==> src/rtl/mc_mips_core.sv <==
// Multi-cycle MIPS subset core sharing one req/ready memory port for fetch and data.
// Define PERF_CNT_EN to add the cyc_cnt / ret_cnt performance counter outputs.
module mc_mips_core #(
  parameter logic [31:0] RESET_PC   = 32'h0000_0000,
  parameter int          REG_ADDR_W = 5
) (
  input  logic        clk,
  input  logic        reset,
  output logic        mem_req,
  output logic        mem_we,
  output logic [31:0] mem_addr,
  output logic [31:0] mem_wdata,
  input  logic [31:0] mem_rdata,
  input  logic        mem_ready,
  output logic [31:0] pc_out,
  output logic        retire,
  output logic        halted
`ifdef PERF_CNT_EN
  ,
  output logic [31:0] cyc_cnt,
  output logic [31:0] ret_cnt
`endif
);

  localparam int NUM_REGS = 1 << REG_ADDR_W;

  localparam logic [5:0] OP_R    = 6'h00;
  localparam logic [5:0] OP_J    = 6'h02;
  localparam logic [5:0] OP_BEQ  = 6'h04;
  localparam logic [5:0] OP_ADDI = 6'h08;
  localparam logic [5:0] OP_LW   = 6'h23;
  localparam logic [5:0] OP_SW   = 6'h2B;

  localparam logic [5:0] F_ADD = 6'h20;
  localparam logic [5:0] F_SUB = 6'h22;
  localparam logic [5:0] F_AND = 6'h24;
  localparam logic [5:0] F_OR  = 6'h25;
  localparam logic [5:0] F_SLT = 6'h2A;

  typedef enum logic [3:0] {
    S_FETCH,
    S_DECODE,
    S_EXEC_R,
    S_WB_R,
    S_EXEC_I,
    S_WB_I,
    S_MEMADDR,
    S_MEMRD,
    S_WB_MEM,
    S_MEMWR,
    S_BRANCH,
    S_HALT
  } state_t;

  state_t state, state_n;

  logic [31:0] pc, ir, a_reg, b_reg, alu_out, mdr;
  logic [31:0] regs [NUM_REGS];

  logic [5:0]            opcode, funct;
  logic [REG_ADDR_W-1:0] rs_idx, rt_idx, rd_idx;
  logic [31:0]           imm_ext, rs_val, rt_val, alu_res;
  logic                  funct_ok;

  logic                  req_c, we_c, retire_n;
  logic [31:0]           addr_c, wdata_c;
  logic                  rf_we;
  logic [REG_ADDR_W-1:0] rf_waddr;
  logic [31:0]           rf_wdata;

  logic unused_ir;

  assign opcode    = ir[31:26];
  assign funct     = ir[5:0];
  assign rs_idx    = ir[21 +: REG_ADDR_W];
  assign rt_idx    = ir[16 +: REG_ADDR_W];
  assign rd_idx    = ir[11 +: REG_ADDR_W];
  assign imm_ext   = {{16{ir[15]}}, ir[15:0]};
  assign unused_ir = ^ir[10:6];

  assign rs_val = (rs_idx == '0) ? 32'd0 : regs[rs_idx];
  assign rt_val = (rt_idx == '0) ? 32'd0 : regs[rt_idx];

  assign funct_ok = (funct == F_ADD) || (funct == F_SUB) || (funct == F_AND) ||
                    (funct == F_OR)  || (funct == F_SLT);

  always_comb begin
    alu_res = 32'd0;
    case (funct)
      F_ADD:   alu_res = a_reg + b_reg;
      F_SUB:   alu_res = a_reg - b_reg;
      F_AND:   alu_res = a_reg & b_reg;
      F_OR:    alu_res = a_reg | b_reg;
      F_SLT:   alu_res = ($signed(a_reg) < $signed(b_reg)) ? 32'd1 : 32'd0;
      default: alu_res = 32'd0;
    endcase
  end

  // Memory outputs are decoded from state so a zero-wait transfer finishes
  // in the cycle the request appears; reset forces them quiet immediately.
  assign mem_req   = req_c & ~reset;
  assign mem_we    = we_c & ~reset;
  assign mem_addr  = reset ? 32'd0 : addr_c;
  assign mem_wdata = reset ? 32'd0 : wdata_c;
  assign pc_out    = pc;

  always_ff @(posedge clk or posedge reset) begin
    if (reset) begin
      state  <= S_FETCH;
      retire <= 1'b0;
      halted <= 1'b0;
    end else begin
      state  <= state_n;
      retire <= retire_n;
      halted <= (state_n == S_HALT);
    end
  end

  always_comb begin
    state_n  = state;
    req_c    = 1'b0;
    we_c     = 1'b0;
    addr_c   = 32'd0;
    wdata_c  = 32'd0;
    retire_n = 1'b0;
    rf_we    = 1'b0;
    rf_waddr = '0;
    rf_wdata = 32'd0;
    case (state)
      S_FETCH: begin
        req_c  = 1'b1;
        addr_c = {pc[31:2], 2'b00};
        if (mem_ready) state_n = S_DECODE;
      end
      S_DECODE: begin
        case (opcode)
          OP_R:         state_n = funct_ok ? S_EXEC_R : S_HALT;
          OP_ADDI:      state_n = S_EXEC_I;
          OP_LW, OP_SW: state_n = S_MEMADDR;
          OP_BEQ:       state_n = S_BRANCH;
          OP_J: begin
            state_n  = S_FETCH;
            retire_n = 1'b1;
          end
          default:      state_n = S_HALT;
        endcase
      end
      S_EXEC_R: state_n = S_WB_R;
      S_WB_R: begin
        rf_we    = 1'b1;
        rf_waddr = rd_idx;
        rf_wdata = alu_out;
        retire_n = 1'b1;
        state_n  = S_FETCH;
      end
      S_EXEC_I: state_n = S_WB_I;
      S_WB_I: begin
        rf_we    = 1'b1;
        rf_waddr = rt_idx;
        rf_wdata = alu_out;
        retire_n = 1'b1;
        state_n  = S_FETCH;
      end
      S_MEMADDR: state_n = (opcode == OP_LW) ? S_MEMRD : S_MEMWR;
      S_MEMRD: begin
        req_c  = 1'b1;
        addr_c = {alu_out[31:2], 2'b00};
        if (mem_ready) state_n = S_WB_MEM;
      end
      S_WB_MEM: begin
        rf_we    = 1'b1;
        rf_waddr = rt_idx;
        rf_wdata = mdr;
        retire_n = 1'b1;
        state_n  = S_FETCH;
      end
      S_MEMWR: begin
        req_c   = 1'b1;
        we_c    = 1'b1;
        addr_c  = {alu_out[31:2], 2'b00};
        wdata_c = b_reg;
        if (mem_ready) begin
          retire_n = 1'b1;
          state_n  = S_FETCH;
        end
      end
      S_BRANCH: begin
        retire_n = 1'b1;
        state_n  = S_FETCH;
      end
      S_HALT:  state_n = S_HALT;
      default: state_n = S_FETCH;
    endcase
  end

  // DECODE precomputes the branch target while the operands are read.
  always_ff @(posedge clk or posedge reset) begin
    if (reset) begin
      pc      <= RESET_PC;
      ir      <= 32'd0;
      a_reg   <= 32'd0;
      b_reg   <= 32'd0;
      alu_out <= 32'd0;
      mdr     <= 32'd0;
    end else begin
      case (state)
        S_FETCH: begin
          if (mem_ready) begin
            ir <= mem_rdata;
            pc <= pc + 32'd4;
          end
        end
        S_DECODE: begin
          a_reg   <= rs_val;
          b_reg   <= rt_val;
          alu_out <= pc + (imm_ext << 2);
          if (opcode == OP_J) pc <= {pc[31:28], ir[25:0], 2'b00};
        end
        S_EXEC_R:           alu_out <= alu_res;
        S_EXEC_I, S_MEMADDR: alu_out <= a_reg + imm_ext;
        S_MEMRD: begin
          if (mem_ready) mdr <= mem_rdata;
        end
        S_BRANCH: begin
          if (a_reg == b_reg) pc <= alu_out;
        end
        default: ;
      endcase
    end
  end

  always_ff @(posedge clk or posedge reset) begin
    if (reset) begin
      for (int i = 0; i < NUM_REGS; i++) regs[i] <= 32'd0;
    end else if (rf_we && (rf_waddr != '0)) begin
      regs[rf_waddr] <= rf_wdata;
    end
  end

`ifdef PERF_CNT_EN
  always_ff @(posedge clk or posedge reset) begin
    if (reset) begin
      cyc_cnt <= 32'd0;
      ret_cnt <= 32'd0;
    end else begin
      if (!halted) cyc_cnt <= cyc_cnt + 32'd1;
      if (retire_n) ret_cnt <= ret_cnt + 32'd1;
    end
  end
`endif

endmodule
==> config.mk <==
export PLATFORM = sky130hd
export DESIGN_NAME = mc_mips_core
export DESIGN_NICKNAME = d
export VERILOG_FILES = /design/src/rtl/mc_mips_core.sv
export SDC_FILE = /design/constraint.sdc
export NUM_CORES = 2
export LEC_CHECK = 0
export CAP_MARGIN = 20
export CORE_ASPECT_RATIO = 1.25
export CORE_MARGIN = 2
export CORE_UTILIZATION = 65
export DETAILED_ROUTE_END_ITERATION = 6
export PLACE_DENSITY = 0.83
export SLEW_MARGIN = 10
export SYNTH_ARGS = -nofsm -noshare
export SYNTH_HDL_FRONTEND = slang
export SYNTH_SLANG_ARGS = --single-unit
==> constraint.sdc <==
create_clock -name clk -period 71.7 [get_ports clk]
set_clock_uncertainty 0.15 [all_clocks]
set_input_delay 14.34 -clock clk [delete_from_list [all_inputs] [get_ports clk]]
set_output_delay 14.34 -clock clk [all_outputs]
set_load 0.02 [all_outputs]
### Clock wiring as the flow saved it

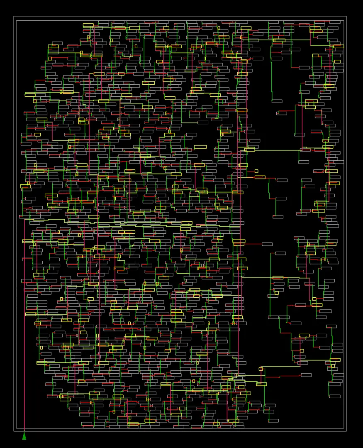
number of CTS-inserted buffers: 116
Latency at later pin: 0.77 ns
CTS Sinks: 1222
Clk power: 670 uW

### Routed metal, one colour a layer

Bar = 100 um. Only two layers are drawn.
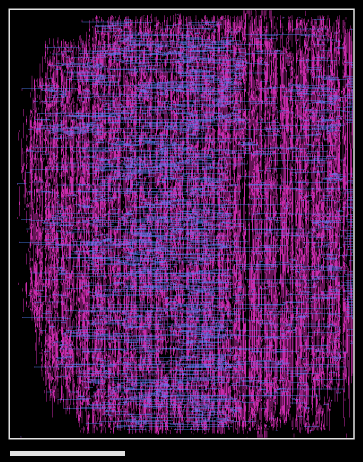
legend:
  met2:
    colour: magenta
    wire_length: 112 mm
  met3:
    colour: blue
    wire_length: 30.7 mm

### Routed clock nets over the placement

Bar = 100 um.
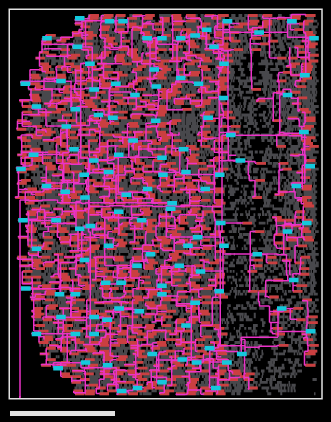
legend:
  cells driving clock nets:
    colour: cyan
    count: 116
  clock wires:
    colour: magenta
    length: 14700 um
  flip-flops:
    colour: red
    count: 1222
routed clock nets: 117

### Cells coloured by class

Fill, decap, tap and diode cells in grey.
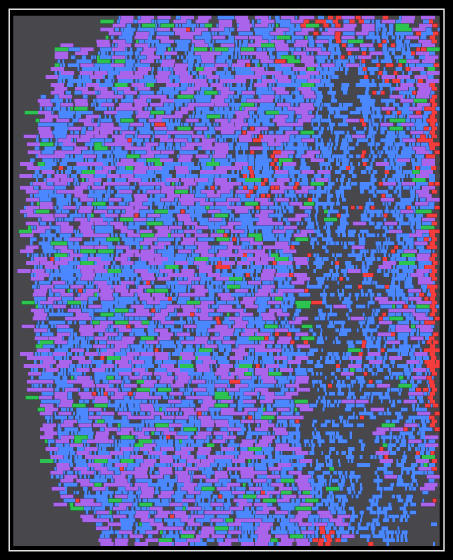
legend:
  flip-flops:
    colour: purple
    cells: 1222
    share_of_their_area: 41%
  other buffers and delay cells:
    colour: red
    cells: 288
    share_of_their_area: 3.5%
  all other logic:
    colour: blue
    cells: 5109
    share_of_their_area: 50%
  clock drivers and dummy loads:
    colour: green
    cells: 220
    share_of_their_area: 5.5%
post-layout util: 0.715
post-route cell area: 0.0764 mm^2
Core ar.: 0.107 mm^2
row count: 134

### Where the registers sit

Bar = 100 um. Other sequential cells in the stronger grey, the rest of the logic in the fainter grey.
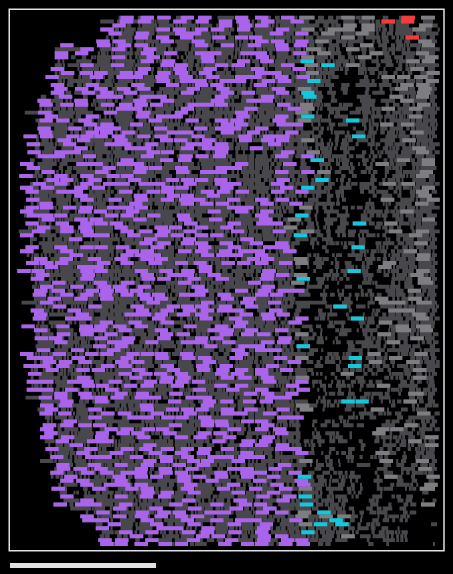
legend:
  regs:
    colour: purple
    flops: 1024
  state:
    colour: red
    flops: 4
    where: north-east
  b_reg:
    colour: cyan
    flops: 32
    where: a column on the right
not coloured: 162
sequential power: 1100 uW
Storage cell area: 0.0306 mm^2
flop share of the area: 0.401

==> impl_metrics.env <==
# yosys + openroad results
export IMPL_ys_cells=6980
export IMPL_critPathLaunch="reset"
export IMPL_buffer_area_frac=0.0338
export IMPL_sw_frac_of_total=0.456
export IMPL_avgSynthCellArea_um2=10.0
export IMPL_dr_wl_met2_um=112000
export IMPL_hold_violations=0
export IMPL_first_pass_iters=7
export IMPL_logic_gates=4982
export IMPL_die_h_um=371
export IMPL_min_period_ns=30.45
export IMPL_fill_cells=7313
export IMPL_worst_r2r_path_depth=8
export IMPL_antenna_found_initial=12
export IMPL_grt_pass1_wl_um=369000
export IMPL_power_leader="combinational cells"
export IMPL_clock_buffers=161
export IMPL_compound_area_frac=0.179
export IMPL_p_switching_uw=1650
export IMPL_rr_startpoint="ir[21]"
export IMPL_critPathKind="input pin to output pin"
export IMPL_grt_remaining_overflow=0
export IMPL_dr_max_layer_used="met5"
export IMPL_drc_errors=0
export IMPL_seqPwrFrac=0.305
export IMPL_wl_per_cell_um=30.0
export IMPL_outcome="completed"
export IMPL_clock_cell_area_share=0.0542
export IMPL_die_area_mm2=0.110
export IMPL_min_path_type="flip-flop to flip-flop"
export IMPL_comb_share=0.482
export IMPL_most_common_layout_cells="1271 x a21oi_1, 1210 x dfrtp_1, 1180 x nor2_1"
export IMPL_gr_usage_met1=0.527
export IMPL_cp_endpoint="mem_wdata[31]"
export IMPL_r2r_slack_ns=65.31
No activity file was given, so power comes from the tool's default toggle rates.
